### config.mk
export PLATFORM = sky130hd
export DESIGN_NAME = mem_exec_unit
export DESIGN_NICKNAME = d
export VERILOG_FILES = /design/src/rtl/mem_exec_unit.sv
export SDC_FILE = /design/constraint.sdc
export NUM_CORES = 1
export LEC_CHECK = 0
export ABC_AREA = 1
export CAP_MARGIN = 10
export CORE_ASPECT_RATIO = 1.1
export CORE_UTILIZATION = 45
export DETAILED_ROUTE_END_ITERATION = 7
export GPL_ROUTABILITY_DRIVEN = 0
export PLACE_DENSITY = 0.62
export SLEW_MARGIN = 20
export SYNTH_ARGS = -nofsm -noshare
export SYNTH_HDL_FRONTEND = slang
export SYNTH_SLANG_ARGS = --single-unit
export TNS_END_PERCENT = 30
### constraint.sdc
create_clock -name clk -period 2.4 [get_ports clk]
set_input_delay 0.48 -clock clk [delete_from_list [all_inputs] [get_ports clk]]
set_output_delay 0.48 -clock clk [all_outputs]
set_load 0.01 [all_outputs]
### src/rtl/mem_exec_unit.sv
// mem_exec_unit: in-order memory functional unit with an input FIFO, a private 8x3 data memory
// with fixed access latency, and a request/grant CDB write-back port.
module mem_exec_unit #(
    parameter int FIFO_DEPTH = 2,
    parameter int MEM_LAT = 2
) (
    input  logic       clk,
    input  logic       rst_n,
    input  logic       issue_valid,
    input  logic [2:0] issue_opcode,
    input  logic [2:0] issue_val1,
    input  logic [1:0] issue_rob_idx,
    output logic       fu_full,
    output logic       cdb_req,
    input  logic       cdb_grant,
    output logic       cdb_en,
    output logic [1:0] cdb_rob_idx,
    output logic [2:0] cdb_val,
    output logic       overflow
);
    localparam int AW = $clog2(FIFO_DEPTH);
    localparam int CW = $clog2(MEM_LAT) + 1;
    localparam logic [AW:0] FULL = (AW + 1)'(FIFO_DEPTH);
    localparam logic [CW-1:0] LAT_M1 = CW'(MEM_LAT - 1);

    typedef enum logic [1:0] {IDLE, ACCESS, WB} state_t;

    state_t        state, state_n;
    logic [7:0]    fifo [FIFO_DEPTH];
    logic [AW-1:0] wr_ptr, rd_ptr;
    logic [AW:0]   count;
    logic [CW-1:0] cnt;
    logic [2:0]    op_code, op_val, cur, result;
    logic [1:0]    op_tag;
    logic [2:0]    mem [8];
    logic          pop, push, done, mem_we;

    // A full FIFO still accepts when the head leaves in the same cycle.
    assign pop     = state == IDLE && count != '0;
    assign push    = issue_valid && (count != FULL || pop);
    assign fu_full = count == FULL;
    assign done    = state == ACCESS && cnt == '0;
    assign cdb_req = state == WB;
    assign cdb_en  = cdb_req && cdb_grant;

    // The written value equals the result for every op that modifies memory.
    assign cur    = mem[op_val];
    assign result = op_code == 3'b001 ? cur :
                    op_code == 3'b010 ? cur + 3'd1 :
                    op_code == 3'b011 ? 3'd0 : op_val;
    assign mem_we = op_code inside {3'b010, 3'b011, 3'b100};

    always_comb begin
        state_n = state;
        case (state)
            IDLE:    state_n = pop ? ACCESS : IDLE;
            ACCESS:  state_n = done ? WB : ACCESS;
            WB:      state_n = cdb_grant ? IDLE : WB;
            default: state_n = IDLE;
        endcase
    end

    always_ff @(posedge clk)
        if (push) fifo[wr_ptr] <= {issue_opcode, issue_val1, issue_rob_idx};

    always_ff @(posedge clk or negedge rst_n) begin
        if (!rst_n) begin
            state       <= IDLE;
            wr_ptr      <= '0;
            rd_ptr      <= '0;
            count       <= '0;
            cnt         <= '0;
            op_code     <= '0;
            op_val      <= '0;
            op_tag      <= '0;
            cdb_val     <= '0;
            cdb_rob_idx <= '0;
            overflow    <= 1'b0;
        end else begin
            state <= state_n;
            if (push) wr_ptr <= wr_ptr + 1'b1;
            if (pop) begin
                rd_ptr                      <= rd_ptr + 1'b1;
                {op_code, op_val, op_tag}   <= fifo[rd_ptr];
                cnt                         <= LAT_M1;
            end else if (state == ACCESS && !done) begin
                cnt <= cnt - 1'b1;
            end
            if (push != pop) count <= push ? count + 1'b1 : count - 1'b1;
            if (issue_valid && !push) overflow <= 1'b1;
            if (done) begin
                cdb_val     <= result;
                cdb_rob_idx <= op_tag;
            end
        end
    end

    always_ff @(posedge clk or negedge rst_n) begin
        if (!rst_n) begin
            for (int i = 0; i < 8; i++) mem[i] <= 3'(i);
        end else if (done && mem_we) begin
            mem[op_val] <= result;
        end
    end
endmodule

==> summary.txt <==
Purpose: to document the outcome of synthesis and place and route.

Route
Using the TritonRoute via totals, the vias-per-cell ratio works out to 4.94. The detail route stage leaves a number of antenna-violating nets equal to 0. The DRC violation total left in the routed layout is recorded as 0.

Critical path
The required time of the worst setup path is 2.60 ns. Measured in cells, the most critical reg-to-reg path has a length of 10. The critical path capture point type is a flop. Counting buffers and inverters, the worst setup path is 10 cells deep. The critical path is of the reg2reg type.

The cell family with the largest share of critical-path delay is AND-OR/OR-AND gates. The cell with the largest stage delay on the worst path is sky130_fd_sc_hd__dfrtp_1. For flop-to-flop paths, the worst setup slack is ~0.25 ns.

The OpenROAD report gives the critical path a data arrival time of 2.35 ns. The most numerous cell type found on the critical path is sky130_fd_sc_hd__nand2_1. The count of buffer and inverter cells on the critical path is 1. Per the timing report, the biggest fanout along the worst path comes to 12.

The worst setup path is launched from a flop. In this run the worst setup path terminates at mem[10]. The capture point of the worst register-to-register path is recorded as mem[10]. The start of the worst register-to-register path is op_val[0]. The critical path launch point is op_val[0]. Per STA, the highest per-stage delay on the worst path measures 0.53 ns. Walking the worst path, the cells encountered are buf_4 > nand2_1 > a21oi_1 > o21ai_2 > nand2_1 > ha_1 > nand2_1 > o211ai_1 > o21ai_2 > o21ai_0.

Timing
In this build the clock could be raised as far as 466 MHz. The time the worst path needs with I/O delays and setup is 2.15 ns. The transition time at the pin with the least slew margin is 0.457 ns. Setup repair after global routing left no endpoint under its margin. The final timing report gives a worst setup slack of 0.255 ns. Across all checked pins, the minimum headroom to the slew limit is 0.695. The final-report max-slew violation count is 0. Hold is met by around 0.050 ns. The final-report hold violation count is 0. The count of endpoints failing setup in the final report is 0. In the finished design, the share of the clock period the worst path needs comes to 0.894.

Yosys
The commonest cells after synthesis are sky130_fd_sc_hd__nand2_1, sky130_fd_sc_hd__inv_1, sky130_fd_sc_hd__dfrtp_1. The synthesized design contains 16 enable-type register cells. Of the synthesized area, sequential elements account for 0.570. The fraction of synthesized cell area taken by the top area cell type is 0.294.

The biggest area contributor in the post-synthesis netlist is sky130_fd_sc_hd__dfrtp_1. For this run, the leading register cell type out of synthesis is sky130_fd_sc_hd__dfrtp_1. The number of unique standard cell types used by synthesis is 31. The synthesized area divided by synthesized cell count is 8.78 sq um. Sorting the synthesized cells by area gives the leading types as sky130_fd_sc_hd__dfrtp_1, sky130_fd_sc_hd__edfxtp_1, sky130_fd_sc_hd__nand2_1, sky130_fd_sc_hd__dfstp_2, sky130_fd_sc_hd__inv_1.

The area of the synthesized netlist per yosys stat is 2890 sq um. The post-synthesis instance area is 2890 sq um. The synthesized flop and latch total is just over 60. By instance count, the leading cell after synthesis is sky130_fd_sc_hd__nand2_1. The number of synthesis warnings is 0. In the Yosys report the total cell count is 329.

Status
The flow ran to the end, and the final reports show no timing, DRC or antenna violations.

CTS
The number of hold-repair buffers added at the cts stage is 0. The number of sinks handled by clock tree synthesis is 62. Looking at the clock tree report, the root buffer type is sky130_fd_sc_hd__clkbuf_8.

The buffer depth of the longest clock path is 2. The number of buffers added for setup after CTS is 0. TritonCTS built the clock tree. The cell resize tally after clock tree synthesis is 0.

Power
The switching portion of total power comes to 0.404. Power attributed to combinational cells is 1690 uW. Power attributed to sequential cells is 1840 uW.

The net switching power in the latest report is roughly 1800 uW. The share of total power dissipated in sequential elements is 0.416. The power density relative to cell area is roughly 1300 nW/um^2.

Power comes to 4410 uW. The worst IR drop on VDD is 0.620 mV. Of the total power, the clock network draws 0.200. Per the OpenROAD power report, leakage power amounts to 0.00158 uW. The biggest power consumer among the groups is sequential cells. The power report attributes to the combinational group a share of 0.384.

Cells and area
The share of the core filled with cells is 0.544. The share of final-layout standard cells stronger than drive strength 1 is 0.148. The final antenna diode tally reported by the flow is 0. Per the run report, area growth between synthesis and finish was 16.7%. The final standard cell count with taps included and fillers excluded is 445. After routing the design area is 3370 sq um.

The number of nets at the end of the flow is 374. More flip-flops sit in one register than any other, and that register is mem.

Place
The number of placed instances, taps included, is approximately 430. The worst slack at placement is approximately 0.25 ns. The placed instances occupy a cell area of 3180 sq um.

Global route
The initial antenna violation count came to 0. The wire length of the first global-routing pass is 9990 um. The number of global-route vias before repair is roughly 2200. Recorded from the global router log, the overflow total was 0. Entering global routing, the biggest net connects 20 pins.

Floorplan
For reference, the placement row count at floorplan is 30. 21 I/O pins were placed. The area of the core is 6190 sq um. The chip occupies 6740 sq um. The fraction of the core area occupied by cells at floorplan is 0.466.

The overall die width is approximately 80 um.

Hold path
The worst min-delay path class is in2async.

Job
The count of warning messages emitted by the tools is 26. The count of maximum capacitance violations is 0.
-- layout by cell type, fill, tap and decap left out, types with 3 or more instances in the layout --
cell                                n
sky130_fd_sc_hd__o21ai_1            4
sky130_fd_sc_hd__a31oi_1            8
sky130_fd_sc_hd__inv_1             35
sky130_fd_sc_hd__edfxtp_1          16
sky130_fd_sc_hd__o21ai_2            3
sky130_fd_sc_hd__dfrtp_1           34
sky130_fd_sc_hd__buf_4              6
sky130_fd_sc_hd__clkbuf_8           9
sky130_fd_sc_hd__dfstp_2           12
sky130_fd_sc_hd__a21oi_1            8
sky130_fd_sc_hd__inv_2              4
sky130_fd_sc_hd__clkinv_2           4
sky130_fd_sc_hd__o21ai_0           13
sky130_fd_sc_hd__nand3_2            4
sky130_fd_sc_hd__nand2_1          113
sky130_fd_sc_hd__nor2_1            24
sky130_fd_sc_hd__clkdlybuf4s50_1   19
sky130_fd_sc_hd__nand3_1           24
-- cell type report --
| class | count | area (sq um) |
|---|---|---|
| Multi-Input combinational cell | 220 | 1040 |
| Fill cell | 597 | 2820 |
| Timing Repair Buffer | 26 | 240 |
| Clock inverter | 7 | 65.1 |
| Tap cell | 80 | 100 |
| Inverter | 41 | 156 |
| Clock buffer | 9 | 124 |
| Sequential cell | 62 | 1650 |
-- cells by family after synthesis --
family,Yosys count,synth area share
xor+xnor,2,0.00606
simple gates,176,0.265
flops,62,0.570
compound gates,40,0.0801
buf+inv,47,0.0706
fa+ha+maj,2,0.00866
-- per-layer routing --
| metal | global-route usage | part of all wire | up-vias |
|---|---|---|---|
| met4 | 0.0808 | 0.014 | 0 |
| met1 | 0.247 | 0.47 | 1025 |
| met5 | 0 | 0 | - |
| li1 | - | - | 1127 |
| met2 | 0.332 | 0.48 | 39 |
| met3 | 0.0351 | 0.032 | 8 |
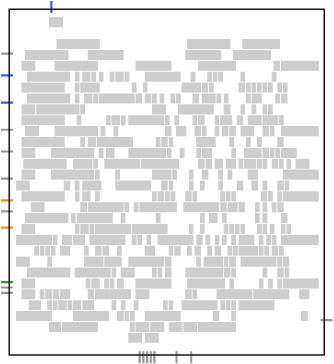
(images/io_placement.png)
Drawn at 4 px/um. Pins as bars across the die edge, other pins in grey.
| colour | port | pins | direction | edge |
|---|---|---|---|---|
| green | fu_full | 1 | output | west |
| blue | issue_opcode | 3 | input | 2 west, 1 north |
| orange | issue_rob_idx | 2 | input | west |
all pins by edge: 12 west, 7 south, 1 north, 1 east
die outline height: 86.0 um
quantity of I/O buffers inserted on ports: 20

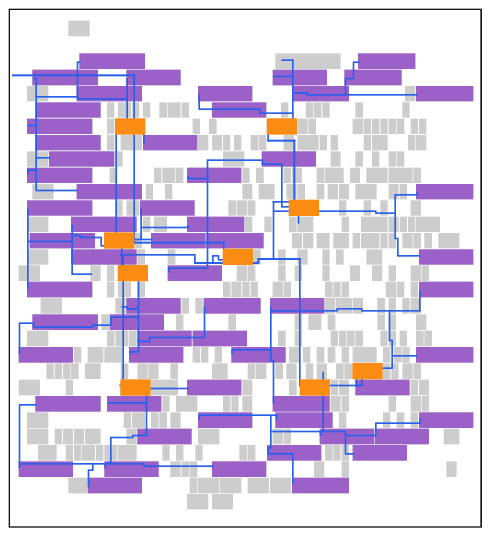
(images/clk_routes.png)
Drawn at 6 px/um.
[purple] flip-flops | count: 62
[orange] clock drivers | count: 9
[blue] clock wires | length: 798 um
flops lie: all over the die
routed clock nets: 10
worst-case clock skew: 0.00751 ns
Clock Power: 881 uW
clk latency late pin: 0.34 ns

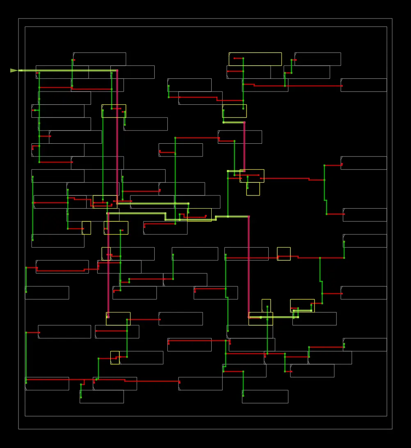
(images/clocks.png)
cts bufs inserted: 9
final-layout clock buffer total: 9
sequential cells: 62

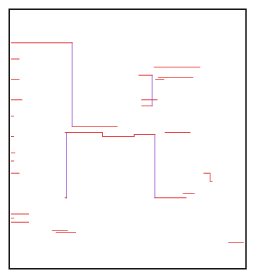
(images/wires.png)
Drawn at 3 px/um. Two of the layers only.
| colour | layer | wire length |
|---|---|---|
| red | metal 3 | 180 um |
| purple | metal 4 | 80.9 um |
via total after detailed routing: 2199
wire length per cell: 12.6 um
GRT Overall Usage: 0.196
post-detailed-routing wire length: 5630 um

Power is estimated from default activity; no workload was simulated.
